[config.mk]
export PLATFORM = sky130hd
export DESIGN_NAME = wb_port_arbiter_flat
export DESIGN_NICKNAME = d
export VERILOG_FILES = /design/src/rtl/wb_port_if.sv /design/src/rtl/wb_port_arbiter.sv /design/src/flat_wrapper.sv
export SDC_FILE = /design/constraint.sdc
export NUM_CORES = 1
export LEC_CHECK = 0
export CAP_MARGIN = 20
export CORE_MARGIN = 1
export CORE_UTILIZATION = 40
export CTS_CLUSTER_SIZE = 30
export DETAILED_ROUTE_END_ITERATION = 10
export PLACE_DENSITY = 0.78
export SLEW_MARGIN = 30
export SYNTH_ARGS = -nofsm -noshare
export SYNTH_HDL_FRONTEND = slang
export SYNTH_SLANG_ARGS = --single-unit
[constraint.sdc]
create_clock -name clk -period 1.6 [get_ports clk]
set_input_delay 0.32 -clock clk [delete_from_list [all_inputs] [get_ports clk]]
set_output_delay 0.32 -clock clk [all_outputs]
set_load 0.05 [all_outputs]
[src/rtl/wb_port_if.sv]
// Writeback port bundle: pipeline writeback, load-unit return and the
// register-file write side, grouped so the arbiter and its driver share one view.
interface wb_port_if #(
  parameter int unsigned XLEN = 32
);
  logic            pipe_valid;
  logic            pipe_is_jal;
  logic [4:0]      pipe_rd;
  logic [XLEN-1:0] pc_four;
  logic [XLEN-1:0] alu_data;
  logic            pipe_stall;

  logic            ld_valid;
  logic [4:0]      ld_rd;
  logic [XLEN-1:0] ld_data;
  logic            ld_ready;

  logic [1:0]      wb_sel;
  logic [XLEN-1:0] wb_data;
  logic [4:0]      rd_addr;
  logic            rd_wren;

  modport master (
    output pipe_valid, pipe_is_jal, pipe_rd, pc_four, alu_data,
    output ld_valid, ld_rd, ld_data,
    input  pipe_stall, ld_ready,
    input  wb_sel, wb_data, rd_addr, rd_wren
  );

  modport slave (
    input  pipe_valid, pipe_is_jal, pipe_rd, pc_four, alu_data,
    input  ld_valid, ld_rd, ld_data,
    output pipe_stall, ld_ready,
    output wb_sel, wb_data, rd_addr, rd_wren
  );
endinterface

[src/rtl/wb_port_arbiter.sv]
// Shares the single register-file write port between the in-order pipeline
// and a one-entry load skid buffer, with a starvation guard for the pipeline.
module wb_port_arbiter #(
  parameter int unsigned XLEN         = 32,
  parameter int unsigned STARVE_LIMIT = 3
) (
  input  logic      clk,
  input  logic      rst_n,
  wb_port_if.slave  bus
);

  localparam logic [3:0] LIMIT = 4'(STARVE_LIMIT);

  localparam logic [1:0] SEL_PC  = 2'd0;
  localparam logic [1:0] SEL_ALU = 2'd1;
  localparam logic [1:0] SEL_LD  = 2'd2;

  logic            buf_valid_q, buf_valid_d;
  logic [4:0]      buf_rd_q,    buf_rd_d;
  logic [XLEN-1:0] buf_data_q,  buf_data_d;
  logic [3:0]      starve_q,    starve_d;

  logic [1:0]      wb_sel_q,    wb_sel_d;
  logic [XLEN-1:0] wb_data_q,   wb_data_d;
  logic [4:0]      rd_addr_q,   rd_addr_d;
  logic            rd_wren_q,   rd_wren_d;

  logic grant_ld;
  logic grant_pipe;
  logic capture;

  // The buffered load wins unless the pipeline has already waited out its limit.
  always_comb begin
    grant_ld   = buf_valid_q && !(bus.pipe_valid && (starve_q == LIMIT));
    grant_pipe = bus.pipe_valid && !grant_ld;
    capture    = bus.ld_valid && (!buf_valid_q || grant_ld);
  end

  assign bus.pipe_stall = bus.pipe_valid && !grant_pipe;
  assign bus.ld_ready   = !buf_valid_q || grant_ld;

  always_comb begin
    buf_valid_d = buf_valid_q;
    buf_rd_d    = buf_rd_q;
    buf_data_d  = buf_data_q;
    wb_sel_d    = wb_sel_q;
    wb_data_d   = wb_data_q;
    rd_addr_d   = rd_addr_q;
    rd_wren_d   = 1'b0;

    if (grant_ld) begin
      wb_sel_d    = SEL_LD;
      wb_data_d   = buf_data_q;
      rd_addr_d   = buf_rd_q;
      rd_wren_d   = (buf_rd_q != 5'd0);
      buf_valid_d = 1'b0;
    end else if (grant_pipe) begin
      wb_sel_d    = bus.pipe_is_jal ? SEL_PC : SEL_ALU;
      wb_data_d   = bus.pipe_is_jal ? bus.pc_four : bus.alu_data;
      rd_addr_d   = bus.pipe_rd;
      rd_wren_d   = (bus.pipe_rd != 5'd0);
    end

    // Capture after the drain so a same-edge refill keeps the new entry.
    if (capture) begin
      buf_valid_d = 1'b1;
      buf_rd_d    = bus.ld_rd;
      buf_data_d  = bus.ld_data;
    end

    // A contended load grant is only possible below the limit, so no overflow.
    starve_d = (grant_ld && bus.pipe_valid) ? (starve_q + 4'd1) : 4'd0;
  end

  always_ff @(posedge clk or negedge rst_n) begin
    if (!rst_n) begin
      buf_valid_q <= 1'b0;
      buf_rd_q    <= '0;
      buf_data_q  <= '0;
      starve_q    <= '0;
      wb_sel_q    <= SEL_PC;
      wb_data_q   <= '0;
      rd_addr_q   <= '0;
      rd_wren_q   <= 1'b0;
    end else begin
      buf_valid_q <= buf_valid_d;
      buf_rd_q    <= buf_rd_d;
      buf_data_q  <= buf_data_d;
      starve_q    <= starve_d;
      wb_sel_q    <= wb_sel_d;
      wb_data_q   <= wb_data_d;
      rd_addr_q   <= rd_addr_d;
      rd_wren_q   <= rd_wren_d;
    end
  end

  assign bus.wb_sel  = wb_sel_q;
  assign bus.wb_data = wb_data_q;
  assign bus.rd_addr = rd_addr_q;
  assign bus.rd_wren = rd_wren_q;

endmodule

[src/flat_wrapper.sv]
// flat-port wrapper written by rule: the top's interface ports become plain ports
module wb_port_arbiter_flat 
#(
  parameter int unsigned XLEN         = 32,
  parameter int unsigned STARVE_LIMIT = 3
)
  (clk, rst_n, bus_pipe_valid, bus_pipe_is_jal, bus_pipe_rd, bus_pc_four, bus_alu_data, bus_ld_valid, bus_ld_rd, bus_ld_data, bus_pipe_stall, bus_ld_ready, bus_wb_sel, bus_wb_data, bus_rd_addr, bus_rd_wren);
  wb_port_if #(.XLEN(XLEN)) bus_i ();
  input  logic clk;
  input  logic rst_n;
  input wire logic [$bits(bus_i.pipe_valid)-1:0] bus_pipe_valid;
  input wire logic [$bits(bus_i.pipe_is_jal)-1:0] bus_pipe_is_jal;
  input wire logic [$bits(bus_i.pipe_rd)-1:0] bus_pipe_rd;
  input wire logic [$bits(bus_i.pc_four)-1:0] bus_pc_four;
  input wire logic [$bits(bus_i.alu_data)-1:0] bus_alu_data;
  input wire logic [$bits(bus_i.ld_valid)-1:0] bus_ld_valid;
  input wire logic [$bits(bus_i.ld_rd)-1:0] bus_ld_rd;
  input wire logic [$bits(bus_i.ld_data)-1:0] bus_ld_data;
  output wire logic [$bits(bus_i.pipe_stall)-1:0] bus_pipe_stall;
  output wire logic [$bits(bus_i.ld_ready)-1:0] bus_ld_ready;
  output wire logic [$bits(bus_i.wb_sel)-1:0] bus_wb_sel;
  output wire logic [$bits(bus_i.wb_data)-1:0] bus_wb_data;
  output wire logic [$bits(bus_i.rd_addr)-1:0] bus_rd_addr;
  output wire logic [$bits(bus_i.rd_wren)-1:0] bus_rd_wren;
  assign bus_i.pipe_valid = bus_pipe_valid;
  assign bus_i.pipe_is_jal = bus_pipe_is_jal;
  assign bus_i.pipe_rd = bus_pipe_rd;
  assign bus_i.pc_four = bus_pc_four;
  assign bus_i.alu_data = bus_alu_data;
  assign bus_i.ld_valid = bus_ld_valid;
  assign bus_i.ld_rd = bus_ld_rd;
  assign bus_i.ld_data = bus_ld_data;
  assign bus_pipe_stall = bus_i.pipe_stall;
  assign bus_ld_ready = bus_i.ld_ready;
  assign bus_wb_sel = bus_i.wb_sel;
  assign bus_wb_data = bus_i.wb_data;
  assign bus_rd_addr = bus_i.rd_addr;
  assign bus_rd_wren = bus_i.rd_wren;
  wb_port_arbiter #(.XLEN(XLEN), .STARVE_LIMIT(STARVE_LIMIT)) u_core (.clk(clk), .rst_n(rst_n), .bus(bus_i));
endmodule
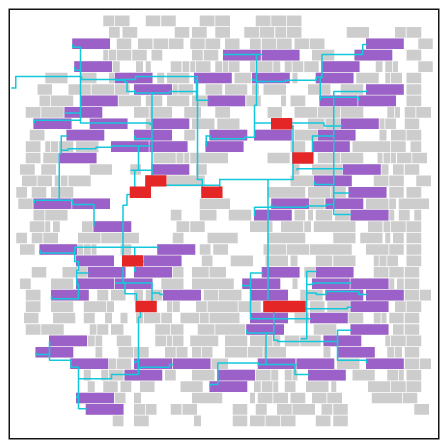
**Above:** run 1 (clock network drawn from the DEF).
Red is cells driving clock nets, count 9. Purple is flip-flops, count 82. Cyan is clock wires, length 945 µm.
Position of the flops: widely spread.
clock group total power: 0.00131 W
clock latency of the later-clocked register in the worst-skew pair: 330 ps
part of the total power dissipated in the clock network: 0.236

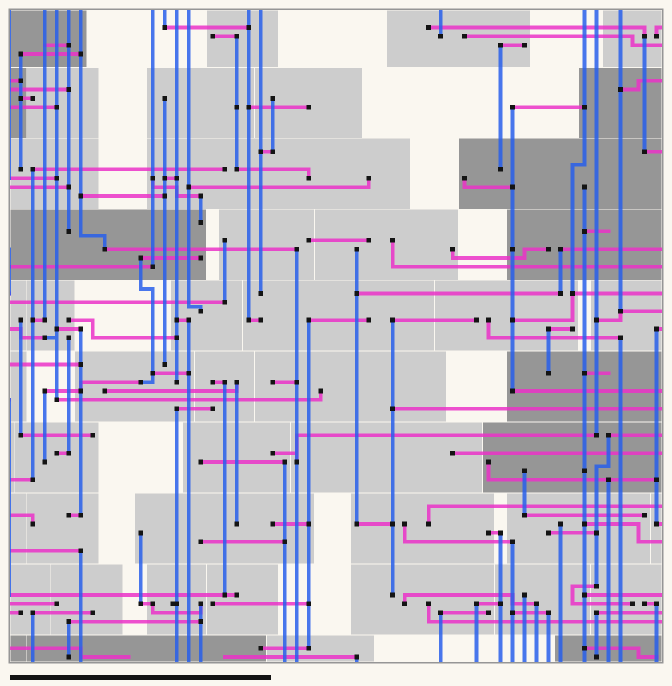
**Above:** run 1 (a small window of the routed layout).
Bar = 10 µm. Window x 38 to 63, y 18 to 43 µm. Cells in gray, sequential cells in the stronger gray; small squares are vias.
Blue is met2. Magenta is met1.
Most frequent: buf_4 (7), mux2_4 (6), dfrtp_1 (5). Netlist names of flops here include u_core.buf_data_q (4), u_core.starve_q (1). 35 logic cells have their middle in the window. Sequential cells in the window: 5.

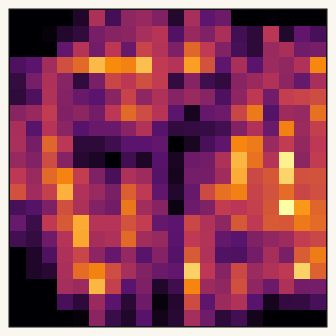
**Above:** run 1 (wire density map).
The die is cut into 20 by 20 equal tiles; black is low, pale yellow is high, scaled to the fullest tile. Values are wire area over tile area, all layers added.
The mean over all tiles is 0.16. The fullest tile reaches 0.43. 9.0% of the tiles are nearly empty. The densest ninth of the die: middle right. 26% of the tiles are over half the peak.
Detailed Route WL: 10350 µm
Routed wire per std cell: 16.40 µm
total via count in the routed design: 3023
Total GRT Usage: 0.1812

==> results.txt, run 1 <==
Figures from the implementation reports.

- The worst VDD IR drop from the latest analysis is between 0.4 and 0.5 mV.
- The total number of nets in the final design is just over 600.
- The final critical path time including I/O delays and setup reads 1752 ps.
- The data required time reported for the critical path is 1280 ps.
- The top-area cell type share of the netlist area reads 0.5143.
- The sum of negative setup slack is -7821 ps.
- The flop share of the area is 0.3225.
- The floorplan die area is between 0.01 and 0.015 mm².
- The initial antenna violation count is 0.
- The final-report hold violation count reads 0.
- The category of the most critical setup path reads flop to output port.
- Buffers placed on the I/O ports in this run total 152.
- The number of warnings the tools reported is 29.
- The post-route utilization of the core is recorded as 0.6541.
- The number of well-tap cells placed is 133.
- Row generation in the floorplan step produced 36 rows.
- The I/O pin total reads 153.
- Entering global routing, the biggest net connects 83 pins.
- The layout stage reports a final design area of 0.006364 mm².
- The clock buffer count from CTS is 9.
- The pre-CTS setup check shows a worst slack of -145.8 ps.
- The final hold slack is about 15 ps.
- The routability-driven placement congestion ratio is 0.7101.
- The share of total power dissipated in combinational logic is 0.327.
- The checks that failed: negative setup slack.
- The worst endpoint data arrival time is 1430 ps.
- The aggregate global routing overflow is 0.
- The main area contributors are dfrtp_1, mux2_4, mux2_2.
- The cell type contributing the most total cell area after synthesis reads dfrtp_1.
- The gate-level netlist out of Yosys references 31 unique cell types.
- The number of ordinary inverters in the final layout is 2.
- The synthesis-to-layout area growth reads 59.49%.
- The sequential-to-total area share from yosys stat is 0.5143.
- The power report lists cell-internal power as 0.003821 W.
- The number of synthesized register bits is 82.
- Per the layout area report, the combinational gate area comes to 0.001961 mm².
- The worst min-delay path category is input pin to async pin.
- At the pin with the least slew margin, the transition time is approximately 430 ps.
- The chip area in the Yosys report reads around 0.0040 mm².
- The number of max-cap violations is 0.
- The multi-input logic cell count reads 206.
- The final critical-path setup slack reads -151.9 ps.
- The number of warnings printed during yosys synthesis reads 0.
- The floorplan die height is between 100 and 150 µm.
- The CTS clock-pin slew for the worst setup and hold paths reads 80 ps.
- The antenna diode count reads 0.
- The count of final setup violators reads 69.
- CTS reports a maximum clock tree buffer depth of 2.
- The run finished, with violations left.
- Across the whole layout, storage elements account for 0.002052 mm².
[run 1: what timing repair did]
action / in CTS / in global routing
hold buffers: 0 / 0
gates cloned: 2 / 9
setup endpoints to repair: 79 / 75
resized: 21 / 42
setup buffers: 8 / 10
pin swaps: 4 / 1
[run 1: worst paths after layout]
| path | slack (ps) | depth (start not counted) | endpoint | from |
|---|---|---|---|---|
| setup / recovery | -150 | 6 | bus_pipe_stall | u_core.starve_q[1]$_DFF_PN0_ |
| hold / removal | 10 | 2 | u_core.bus.wb_data[16]$_DFFE_PN0P_ | rst_n |
| setup reg to reg | -140 | 6 | u_core.buf_data_q[19]$_DFFE_PN0P_ | u_core.starve_q[1]$_DFF_PN0_ |
| min in group clk | 520 | 1 | u_core.buf_data_q[8]$_DFFE_PN0P_ | u_core.buf_data_q[8]$_DFFE_PN0P_ |
| hold reg to reg | 520 | 1 | u_core.buf_data_q[8]$_DFFE_PN0P_ | u_core.buf_data_q[8]$_DFFE_PN0P_ |
| max in group asynchronous | 1250 | 2 | u_core.starve_q[0]$_DFF_PN0_ | rst_n |
[run 1: cell families after synthesis]
logic type      count (synthesis)  synth area share
compound gates                 43           0.05676
xor+xnor                        2          0.004391
fa+ha+maj                       1          0.003135
buf+inv                        24           0.04453
flops                          82            0.5143
mux                           106            0.3158
simple gates                   53           0.06115
[run 1: per-layer routing]
layer  GRT usage  part of all wire  up-vias
li1            -                 -     1467
met1      0.2158              0.43     1453
met2      0.3228              0.50       95
met3     0.04446             0.059        8
met4     0.05714            0.0090        0
met5           0                 0        -
[run 1: cell usage after synthesis]
cell type and count:
dfrtp_1 82, and2_1 1, buf_12 3, o21ai_0 7, mux2_1 1, buf_6 1
buf_4 6, clkbuf_1 4, or4_1 2, nand4bb_1 1, mux2_4 30, a21o_1 1
and3_1 1, nor2_1 36, inv_1 2, buf_2 7, mux2i_1 37, mux2_2 38
o211ai_1 1, nand3_1 7, and4bb_1 1, nor2b_1 1, a21oi_1 33, xor2_1 1
buf_1 1, a21boi_2 1, ha_1 1, nand2_1 1, nand2_2 1, nand2b_1 1
xnor2_1 1
[run 1: registers in the layout (all words and copies together) (netlist names)]
name and cells:
u_core.buf_data_q 32, u_core.buf_rd_q 5, u_core.buf_valid_q 1, u_core.bus.rd_addr 5
u_core.bus.rd_wren 1, u_core.bus.wb_data 32, u_core.bus.wb_sel 2, u_core.starve_q 4
[run 1: critical path, cell delays in order, from the launching register on]
cell and delay (ps):
dfrtp_1 390, ha_2 200, buf_6 120, nand4bb_4 100, nand3_2 90, inv_2 80
buf_8 140
[run 1: power by group through the flow]
stage / Combinational, W / Sequential (W) / Clock (W)
4_1_cts: 0.00168 / 0.00243 / 0.00135
3_5_place_dp: 0.00162 / 0.00247 / 0
3_3_place_gp: 0.00158 / 0.00246 / 0
2_1_floorplan: 0.000521 / 0.00291 / 0
6_report: 0.00183 / 0.00244 / 0.00131
5_1_grt: 0.00192 / 0.00247 / 0.00145
[run 1: stage by stage]
| step | std cells | power (W) |
|---|---|---|
| floorplan | 311 | 0.003429 |
| global route | 631 | 0.005839 |
| finish | 631 | 0.005579 |
| global placement | 588 | 0.004049 |
| CTS | 614 | 0.005459 |
| detailed placement | 588 | 0.004094 |
**Run 1: placement view**

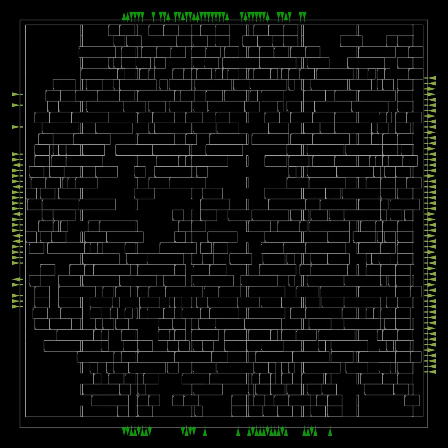

==> run 2, diff against run 1 <==
Settings changed: SETUP_SLACK_MARGIN set to 0.3.
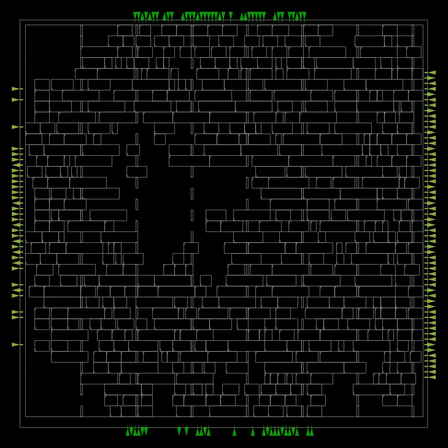
**Above:** run 2 (placement view).
fraction of area in registers: 0.3184
filler cell count in the final layout: 747
flip-flops: 82
core box area: 0.009729 mm²

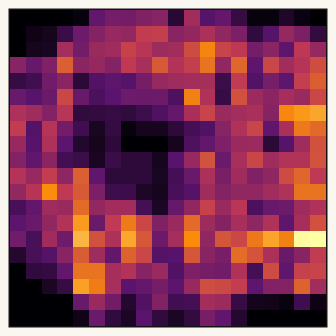
**Above:** run 2 (wire density map).
The die is cut into 20 by 20 equal tiles; black is low, pale yellow is high, scaled to the fullest tile. Values are wire area over tile area, all layers added.
7.0% of the tiles are nearly empty. The densest ninth of the die: middle right. The fullest tile reaches 0.46. 21% of the tiles are over half the peak. The mean over all tiles is 0.16.

==> results.txt, run 2 <==
Figures from the implementation reports.

- The flow ran to the end, but the final reports show violations.
- The floorplan die height is 101.9 µm (unchanged).
- The aggregate global routing overflow reads 0 (unchanged).
- The maximum number of pins on one net before global-route repair is 83 (unchanged).
- The routability-driven placement congestion ratio is 0.7765 (+9.4%).
- The final hold slack reads 511.9 ps (+497.3 ps).
- The main logic family after synthesis is multiplexers.
- By count the netlist is led by dfrtp_1, mux2_2, mux2i_1.
- The synthesis-to-layout area growth is 61.52%.
- The area share of and/or/nand/nor cells after synthesis is 0.06115 (unchanged).
- The worst endpoint data arrival time is 2050 ps (+620 ps).
- The global-route usage over all layers is 0.1924 (+0.01125).
- Walking the worst path, the cells encountered are ha_4 -> and4bb_2 -> a21boi_4 -> buf_6 -> buf_6 -> buf_16 -> mux2_4.
- Counting stages on the worst path, the most repeated cell is buf_6.
- The cell type contributing the most total cell area after synthesis is dfrtp_1.
- The post-synthesis mux area share reads 0.3158 (unchanged).
- The final critical-path setup slack reads -214.2 ps (-62.32 ps).
- The checks that failed: negative setup slack.
- The number of distinct library cells after synthesis reads 31 (unchanged).
- The count of final setup violators is 80 (+16%).
- The async set-or-reset flop fraction in the synthesized netlist reads 1.000 (unchanged).
- The average wire per standard cell was 16.08 µm (-1.9%).
- The xor and xnor fraction of the mapped netlist area was 0.004390 (unchanged).
- The data required time of the worst path is 1840 ps (+560 ps).
- The number of flops mapped to enable cells by yosys is 0 (unchanged).
- The uppermost layer routed reads met4.
- The transition time of the tightest slew-check pin came to 449.2 ps (+17.17 ps).
- The floorplan die area was 0.01038 mm² (unchanged).
- The wire length on met1 reads 4128 µm (-6.6%).
- The detailed-routed wire length on met3 came to 703 µm (+14%).
- The chip area in the Yosys report is 0.003990 mm² (unchanged).
- The power after layout is 0.005818 W (+4.3%).
- The sequential-to-total area share from yosys stat is 0.5143 (unchanged).
- The final critical path time including I/O delays and setup reads 1814 ps (+62.32 ps).
- The row count was 36 (unchanged).
- The number of max-cap violations is 0 (unchanged).
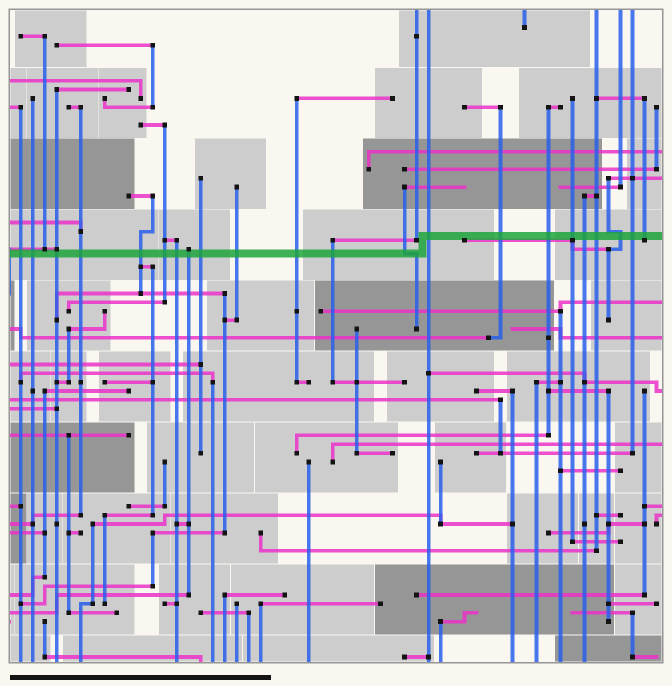
**Above:** run 2 (a small window of the routed layout).
Bar = 10 µm. Window x 38 to 63, y 18 to 43 µm. Cells in gray, sequential cells in the stronger gray; small squares are vias.

## run 2: cell counts after synthesis
Identical to the previous run, type by type.
## run 2: metal layers
metal	vias to the layer above	track usage
met1	1473	0.2267
met4	0	0.05934
li1	1467	-
met5	-	0
met2	98	0.3446
met3	10	0.04925
## run 2: area by class of cell
cell class | instances | area (µm²)
fillers | 747 | 3284
flip-flops and latches | 82 | 2052
repair buffers | 193 | 2026
multi-input cells | 206 | 1988
well taps | 133 | 166.4
clock buffers | 9 | 123.9
clock inverters | 7 | 77.57
inverters | 2 | 11.26
## run 2: worst paths after layout
check | startpoint | end | slack (ps) | cells after the start
max in group asynchronous | rst_n | u_core.bus.wb_sel[0]$_DFFE_PN0P_ | 690 | 3
worst max register to register | u_core.starve_q[0]$_DFF_PN0_ | u_core.buf_data_q[29]$_DFFE_PN0P_ | -210 | 7
worst min register to register | u_core.buf_data_q[17]$_DFFE_PN0P_ | u_core.bus.wb_data[17]$_DFFE_PN0P_ | 510 | 1
worst min-delay path | u_core.buf_data_q[17]$_DFFE_PN0P_ | u_core.bus.wb_data[17]$_DFFE_PN0P_ | 510 | 1
worst max-delay path | u_core.starve_q[0]$_DFF_PN0_ | u_core.buf_data_q[29]$_DFFE_PN0P_ | -210 | 7
min in group asynchronous | rst_n | u_core.buf_data_q[23]$_DFFE_PN0P_ | 540 | 3
## run 2: kinds of logic (layout without fill, tap and decap cells)
logic type / Yosys count / after routing
buffers and inverters: 24 / 211
adders and majority gates: 1 / 1
xor gates and xnor gates: 2 / 2
AOI/OAI and AO/OA: 43 / 43
DFF: 82 / 82
muxes: 106 / 106
and+or+nand+nor: 53 / 54
## run 2: what timing repair did
| item | in CTS | in global routing |
|---|---|---|
| setup buffers | 12 | 10 |
| resized | 18 | 29 |
| gates cloned | 5 | 0 |
| pin swaps | 5 | 6 |
| setup endpoints to repair | 80 | 91 |
| hold endpoints to repair | 1 | 0 |
| hold buffers | 1 | 0 |
## run 2: critical path: cells and delay by family, from the launching register on
family                   cells  cell delay, ps
AND-OR/OR-AND                1             190
adder cells (fa/ha/maj)      1             180
buffers and inverters        3             360
flip-flops                   1             420
multiplexers                 1             290
AND/OR/NAND/NOR              1             260
## run 2: per-stage QoR
step / cell area [µm²] / worst slack, ps
final: 6445 / -214.2
after global routing: 6445 / -275.5
after CTS: 6248 / -217.8
after detailed placement: 5746 / -175.2
after global placement: 5746 / -158.8
after floorplan: 4182 / -27.19
## run 2: report_power, final
part           switching [W]  total (W)  internal (W)  leakage [nW]
Clock               0.000779    0.00151      0.000731        0.0885
Combinational       0.000907    0.00186      0.000949          1.92
Sequential          0.000151    0.00245       0.00230         0.963
Total                0.00184    0.00582       0.00398          2.97
**Run 2: logic cells by family**

Bar = 20 µm.
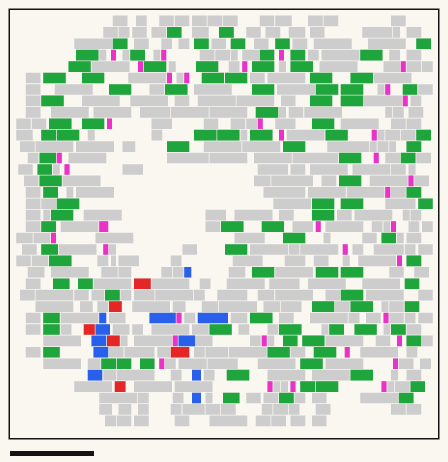

==> run 3, diff against run 2 <==
Settings changed: CORE_UTILIZATION 40 to 45, PLACE_DENSITY 0.78 to 0.83, TNS_END_PERCENT set to 5.
Clock period 1.6 ns to 2.34 ns, I/O delays scaled along.
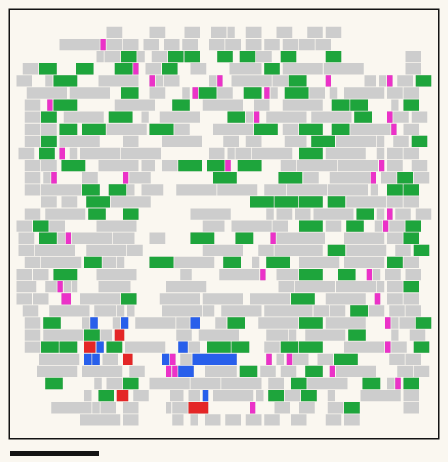
**Above:** run 3 (logic cells by family).
Bar = 20 µm.
Blue is NAND gates, cells 11, most used nand3_1. Magenta is NOR gates, cells 37, most used nor2_1, where widely spread. Red is AND and OR gates, cells 5, most used or4_1, where lower left. Green is multiplexers, cells 106, most used mux2_2, where widely spread.
filler-free cell count of the finished design: 570
proportion of cell area occupied by multi-input gates: 0.3086

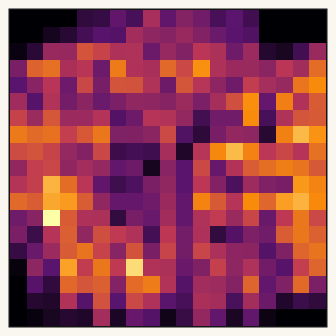
**Above:** run 3 (wire density map).
The die is cut into 19 by 19 equal tiles; black is low, pale yellow is high, scaled to the fullest tile. Values are wire area over tile area, all layers added.
The mean over all tiles is 0.16. The fullest tile reaches 0.40. 5.5% of the tiles are nearly empty.
Total GRT Usage: 0.2015
total via count in the routed design: 2888

==> results.txt, run 3 <==
Figures from the implementation reports.

- The synthesized netlist occupies a cell area of around 0.0040 mm².
- The total buffers and inverters traversed by the critical path reads 1 (-2).
- The multi-input gate area in the final layout came to 0.001802 mm² (-9.4%).
- The final instance area came to 0.005838 mm² (-9.4%).
- From synthesis to final layout, the design area changed by 46.32%.
- The cell type that accounts for the most area after synthesis is dfrtp_1.
- The count of final setup violators is 0 (-100%).
- The worst-path cell with the longest stage delay reads clkdlybuf4s50_1.
- The sequential cell area came to 0.002052 mm² (unchanged).
- The hold buffer count at CTS reads 0 (-1).
- The number of standard cells reported by yosys is 311.
- In this build the clock could be raised as far as ~500 MHz.
- The worst setup slack for register-to-register paths is 520 ps (+730 ps).
- Yosys reports that the most numerous cell types are dfrtp_1, mux2_2, mux2i_1.
- TritonCTS created 9 clock buffers.
- The count of port buffers added during placement reads 152.
- The mean cell area of the mapped netlist is 12.83 µm².
- The async set-or-reset flop fraction in the synthesized netlist was 1.000 (unchanged).
- The number of nets still failing antenna checks after routing is 0.
- The routability-driven placement congestion ratio is 0.7680 (-1.1%).
- The aggregate global routing overflow reads 0 (unchanged).
- The maximum number of pins on one net before global-route repair is 74 (-11%).
- The number of antenna diodes in the final layout is 0.
- The chip area in the Yosys report is 0.003990 mm² (unchanged).
- The final hold slack is 88.40 ps (-423.5 ps).
- Checking max transition, the worst relative margin is 0.5048.
- The total number of nets in the final design is between 500 and 600.
- The floorplan die area reads 0.009248 mm² (-11%).
- The core outline area reads 0.008382 mm² (-14%).
- The number of remaining DRC errors is 0.
- The category of the most critical setup path reads flop to output port.
- The average wire per standard cell reads 15.94 µm (-0.86%).
- The number of distinct library cells after synthesis reads 31 (unchanged).
- Tracing the worst setup path back leads to its startpoint at u_core.bus.wb_data[2]$_DFFE_PN0P_.
- The number of flops mapped to enable cells by yosys is 0 (unchanged).
- The top fanout value on the critical path reads 2.
- The number of inserted filler cells in the final layout reads 606 (-19%).
- The launch instance of the worst register-to-register path is u_core.starve_q[1]$_DFF_PN0_.
- The final critical path time including I/O delays and setup is between 1500 and 2000 ps.
- The worst setup path endpoint is bus_wb_data[2].
- The final timing report lists a hold violation count of 0.
- The number of max-cap violations reads 0 (unchanged).
- The flow ran to the end, and the final reports show no timing, DRC or antenna violations.
- The sequential-to-total area share from yosys stat reads 0.5143 (unchanged).
- The data required time of the worst path is 1870 ps (+30 ps).
- The row count reads 33 (-8.3%).
- The report lists the cells along the critical path as clkdlybuf4s50_1.
- The transition time of the tightest slew-check pin is 742.8 ps (+293.7 ps).
- The worst endpoint data arrival time is 1530 ps (-520 ps).
- The floorplan core density is 0.4760.
- The floorplan die height came to 96.17 µm (-5.6%).
- CTS placed an instance of clkbuf_8 at the clock tree root.
- The library cell with the highest instance count after synthesis reads dfrtp_1.
- The die extent in x reads a little under 100 µm.
- The count of clock tree sinks is 82.
- The count of cells along the worst register-to-register path is 5 (-2).
- The reg-to-reg critical path endpoint is u_core.buf_rd_q[3]$_DFFE_PN0P_.
- The number of global-route vias before repair reads 2929.
- The first-pass GRT wire length reads 14010 µm.
- The cell area after placement reads 0.005545 mm² (-3.5%).
- Broken down by cell family, the worst path's largest delay share belongs to buffers and inverters.
- The fraction of layout instances using a drive strength above 1 is 0.2215.
- The logic depth of the worst path, buffers included is 1 (-6).
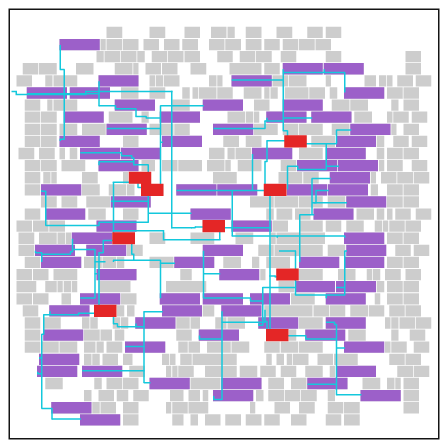
**Above:** run 3 (clock network drawn from the DEF).
clock group total power: 0.00122 W
clock latency of the later-clocked register in the worst-skew pair: 340 ps
part of the total power dissipated in the clock network: 0.305
Setup Skew: 9.708 ps

run 3: cell counts after synthesis:
Identical to the previous run, type by type.
run 3: timing repair:
item                                    CTS  global route
endpoints found under the setup margin    2             8
endpoints found under the hold margin     0             0
resized                                   4             3
pin swaps                                 0             0
setup buffers                             0             2
run 3: logic make-up after synthesis:
group | synth area share
muxes | 0.3158
buffers and inverters | 0.04453
AOI/OAI and AO/OA | 0.05676
xor gates and xnor gates | 0.004391
and+or+nand+nor | 0.06115
adders and majority gates | 0.003135
DFF | 0.5143
run 3: worst min path at each step:
stage                            startpoint                                  to  slack (ps)  depth (start not counted)
2_1_floorplan                         rst_n    u_core.buf_data_q[0]$_DFFE_PN0P_         170                          0
3_3_place_gp   u_core.starve_q[0]$_DFF_PN0_        u_core.starve_q[0]$_DFF_PN0_         440                          1
3_5_place_dp                          rst_n  u_core.bus.wb_data[23]$_DFFE_PN0P_         470                          1
4_1_cts                               rst_n  u_core.bus.wb_data[23]$_DFFE_PN0P_         100                          1
5_1_grt                               rst_n  u_core.bus.wb_data[23]$_DFFE_PN0P_         110                          1
6_report                              rst_n  u_core.bus.wb_data[26]$_DFFE_PN0P_          90                          1
run 3: metal layers:
metal | track usage | vias up | wire length (µm)
met1 | 0.2382 | 1388 | 3690
li1 | - | 1389 | -
met5 | 0 | - | 0
met4 | 0.05846 | 0 | 74
met3 | 0.04660 | 8 | 739
met2 | 0.3629 | 103 | 4584
run 3: stage by stage:
step | cells | util | setup slack, ps | total power (W)
2_1_floorplan | 311 | - | 544.2 | 0.002344
3_3_place_gp | 552 | 0.6616 | 424.1 | 0.002782
3_5_place_dp | 552 | 0.6616 | 401.9 | 0.002808
4_1_cts | 568 | 0.6932 | 288.9 | 0.004034
5_1_grt | 570 | 0.6965 | 276.8 | 0.004182
6_report | 570 | 0.6965 | 340.9 | 0.003995
run 3: area by class of cell:
type	instances	share of cell area
Timing Repair Buffer	160	0.2748
Tap cell	105	0.02250
Multi-Input combinational cell	205	0.3086
Sequential cell	82	0.3515
Clock inverter	7	0.02015
Inverter	2	0.001286
Clock buffer	9	0.02122
run 3: report_power, final:
group / internal [W] / switching (W)
clock network: 0.000709 / 0.000508
logic: 0.000541 / 0.000573
registers: 0.00157 / 0.0000921
total: 0.00282 / 0.00117
No activity file was given, so power comes from the tool's default toggle rates.
